$ cat config.mk
export PLATFORM = sky130hd
export DESIGN_NAME = if_id_buffer
export DESIGN_NICKNAME = d
export VERILOG_FILES = /design/src/rtl/if_id_buffer.sv
export SDC_FILE = /design/constraint.sdc
export NUM_CORES = 1
export LEC_CHECK = 0
export CORE_MARGIN = 4
export CORE_UTILIZATION = 50
export CTS_BUF_LIST = sky130_fd_sc_hd__clkbuf_16
export DETAILED_ROUTE_END_ITERATION = 16
export PLACE_DENSITY_LB_ADDON = 0.08
export REMOVE_ABC_BUFFERS = 1
export SLEW_MARGIN = 20
export SYNTH_ARGS = -nofsm -noshare
export SYNTH_HDL_FRONTEND = slang
export SYNTH_SLANG_ARGS = --single-unit
export TNS_END_PERCENT = 100
$ cat constraint.sdc
create_clock -name clk -period 11.7 [get_ports clk]
set_input_delay 1.755 -clock clk [delete_from_list [all_inputs] [get_ports clk]]
set_output_delay 1.755 -clock clk [all_outputs]
set_load 0.05 [all_outputs]
$ cat src/rtl/if_id_buffer.sv
// if_id_buffer
//   Decoupling FIFO between the IF and ID stages of the rv32i pipeline.
//   Each accepted {pc, instruction} pair is held in a small circular buffer
//   and presented to ID under a valid/ready handshake. A flush drops every
//   buffered entry, and also drops the entry offered in the same cycle.
//
// Ports
//   clk        clock, all state updates on the rising edge
//   rst        synchronous active-high reset
//   flush      discard all entries, including the one offered this cycle
//   in_valid   IF offers {in_pc, in_inst}
//   in_pc      PC of the offered instruction
//   in_inst    offered instruction word
//   in_ready   buffer has room (depends on registered occupancy only)
//   out_valid  head entry valid for ID
//   out_pc     PC of head entry, 0 when empty
//   out_inst   instruction of head entry, NOP_INST when empty
//   out_ready  ID consumes the head entry this cycle
//   count      current occupancy, 0..DEPTH
module if_id_buffer #(
  parameter int          DEPTH    = 2,
  parameter logic [31:0] NOP_INST = 32'h0000_0013
) (
  input  logic                       clk,
  input  logic                       rst,
  input  logic                       flush,
  input  logic                       in_valid,
  input  logic [31:0]                in_pc,
  input  logic [31:0]                in_inst,
  output logic                       in_ready,
  output logic                       out_valid,
  output logic [31:0]                out_pc,
  output logic [31:0]                out_inst,
  input  logic                       out_ready,
  output logic [$clog2(DEPTH):0]     count
);

  localparam int PTR_W = $clog2(DEPTH);
  localparam int CNT_W = PTR_W + 1;

  logic [PTR_W-1:0] head_q, head_d;
  logic [PTR_W-1:0] tail_q, tail_d;
  logic [CNT_W-1:0] count_q, count_d;
  logic [31:0]      pc_mem_q   [DEPTH];
  logic [31:0]      pc_mem_d   [DEPTH];
  logic [31:0]      inst_mem_q [DEPTH];
  logic [31:0]      inst_mem_d [DEPTH];

  logic push;
  logic pop;

  // Status comes straight from registered occupancy, so in_ready never
  // depends combinationally on out_ready.
  assign in_ready  = (count_q < CNT_W'(DEPTH));
  assign out_valid = (count_q != '0);
  assign out_pc    = out_valid ? pc_mem_q[head_q]   : 32'h0;
  assign out_inst  = out_valid ? inst_mem_q[head_q] : NOP_INST;
  assign count     = count_q;

  assign push = in_valid  & in_ready  & ~flush;
  assign pop  = out_valid & out_ready & ~flush;

  always_comb begin
    head_d     = head_q;
    tail_d     = tail_q;
    count_d    = count_q;
    pc_mem_d   = pc_mem_q;
    inst_mem_d = inst_mem_q;

    if (push) begin
      pc_mem_d[tail_q]   = in_pc;
      inst_mem_d[tail_q] = in_inst;
      tail_d             = tail_q + PTR_W'(1);
    end
    if (pop) begin
      head_d = head_q + PTR_W'(1);
    end

    case ({push, pop})
      2'b10:   count_d = count_q + CNT_W'(1);
      2'b01:   count_d = count_q - CNT_W'(1);
      default: count_d = count_q;
    endcase

    // Flush wins over any handshake; storage is left as-is since the
    // pointers and count make it unreachable.
    if (flush) begin
      head_d  = '0;
      tail_d  = '0;
      count_d = '0;
    end
  end

  always_ff @(posedge clk) begin
    if (rst) begin
      head_q  <= '0;
      tail_q  <= '0;
      count_q <= '0;
    end else begin
      head_q  <= head_d;
      tail_q  <= tail_d;
      count_q <= count_d;
    end
  end

  // Entry storage needs no reset: it is only read while count is nonzero.
  always_ff @(posedge clk) begin
    pc_mem_q   <= pc_mem_d;
    inst_mem_q <= inst_mem_d;
  end

endmodule

The metal 1 layer:
Scale bar: 20 um. Supply wires on this layer in gray.
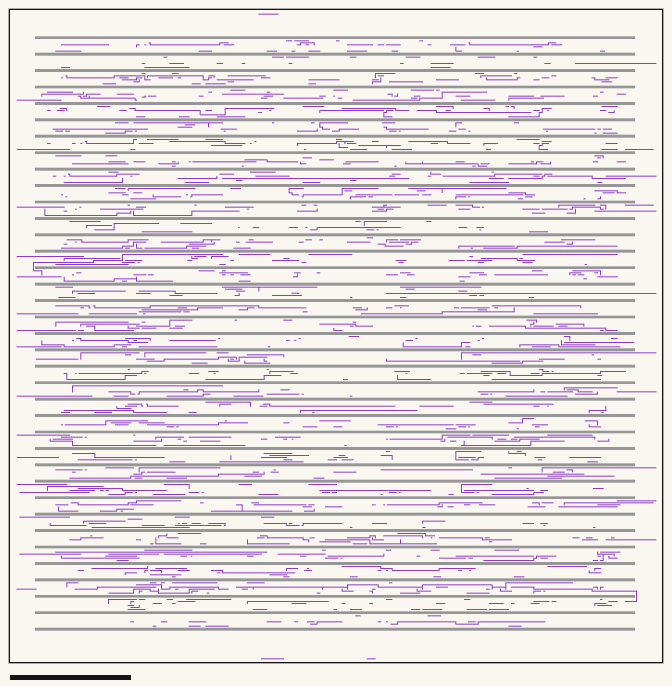
The longest straight run is 44.6 um. The layer carries 4090 um of wire.

M2 wires:
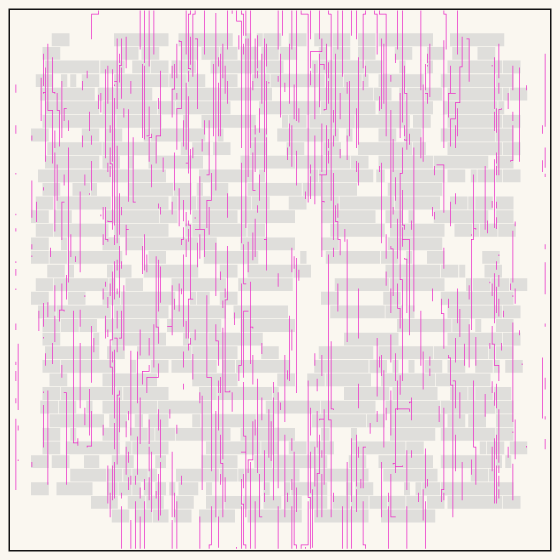
The wires run mostly vertical. 429 nets have wire on it.

## cell families after synthesis
kind of cell,share of synthesized area [%]
flops,78.6
simple gates,5.79
mux,12.8
buf+inv,1.53
xor+xnor,0.702
compound gates,0.351
fa+ha+maj,0.250
## routing by layer
| metal | routed length, um | up-vias | GRT usage (%) | part of all wire [%] |
|---|---|---|---|---|
| met1 | 4090 | 1320 | 21.6 | 43 |
| met5 | 0 | - | 0 | 0 |
| met2 | 4560 | 97 | 26.6 | 48 |
| li1 | - | 1381 | - | - |
| met4 | 91 | 0 | 5.68 | 0.96 |
| met3 | 711 | 9 | 6.87 | 7.5 |
## power by group
part	leakage, nW	switching, mW	total [mW]	internal, mW
clock network	0.258	0.167	0.447	0.280
registers	1.21	0.00420	0.539	0.535
logic	0.786	0.0510	0.0902	0.0392
==> results.txt <==
Headroom to the max-slew limit = 46.8%
Worst Hold Path EP = count[1]
Layout Nets = 510
Tally of OpenROAD warnings = 25
Number of I/O pins = 137
Power Total = 1.08 mW
Cell Area, Placed = 6510 um^2
Critical path buffer and inverter count = 2
Critical-path cell list = nor2_4 -> buf_4 -> nor2_1 -> clkdlybuf4s50_1
CP Depth = 4
Chip area in the Yosys report = 4990 um^2
Post-route ant nets = 0
Top cells by area, synth = edfxtp_1 (77%), mux2i_1 (13%), nor2_1 (4.9%)
Cell Pwr Density = 153 nW/um^2
Placed cell count = 553
Final setup margin = 7270 ps
Core Rows = 36
Die X = 108 um
GRT Resource Usage Total = 16.9%
Crit path time final = 4430 ps
Status = finished, final reports clean
Routability Congestion = 0.765
Fin util = 72.2%
Top-area cell type share of the netlist area = 77.0%
Cell Area, Synth = 4990 um^2
Hold Path Stages = 2
Register area = 3930 um^2
CP Capture Point = out_pc[27]
Top logic cells by instance count in the layout = clkdlybuf4s50_1 (136), edfxtp_1 (128), mux2i_1 (64)
Fmax = 0.226 GHz
Initial antenna violation count = 0
Largest net degree at the start of global routing = 66
DR WL/cell = 16.3 um
Post-synth EDFFs = 128
Logic share of the area = 14.5%
Pre-CTS setup slack = 7410 ps
Leakage = 2.25 nW
Final Hold Viols = 0
First-pass DRT Iterations = 4
Routed wire length = 9.45 mm
CTS Sinks = 132
Post-CTS Resized = 0
Crit path launch type = flop
Clk_lat worst skew = 400 ps
Slew Limit Fails = 0
Dpl hpwl = 6.06 mm
Final TNS setup = 0 ps
Distinct lib cells = 18
Via count = 2807
Fill cells = 663
Crit Path Class = reg2out
Synth Flop Type = edfxtp_1
Vias in the first global route = 2919
Logic area = 1020 um^2
Delay-heaviest family, CP = buffers and inverters
CP Max Fanout = 34
Clock transition at path regs = 50 ps
Mean Syn Cell Area = 17.0 um^2
Clkbuf count = 17
Worst path max stage delay = 720 ps
Synth warn = 0
Fraction of layout cells with a size suffix above 1 = 7.37%
Number of logic gates = 146
Flops = 132
R2R Setup Slk = 9310 ps
Clock Path Buffers = 2
RSZ-0062 raised after global routing = false
Gr ovfl total = 0
Reg2Reg Depth = 4
Slew @ Worst Pin = 796 ps
Post-Synthesis Cells = 294
Fin crit share = 37.9%
Starting Density = 51.3%
Synth cell count leaders = edfxtp_1 (128), nor2_1 (65), mux2i_1 (64), clkbuf_1 (6)
I/O Buffers = 136
CTS Root Buffer Type = clkbuf_16
Non-clk bufs = 140
Inverters = 3
Power figures rest on the tool's default switching activity, not on a simulated workload.
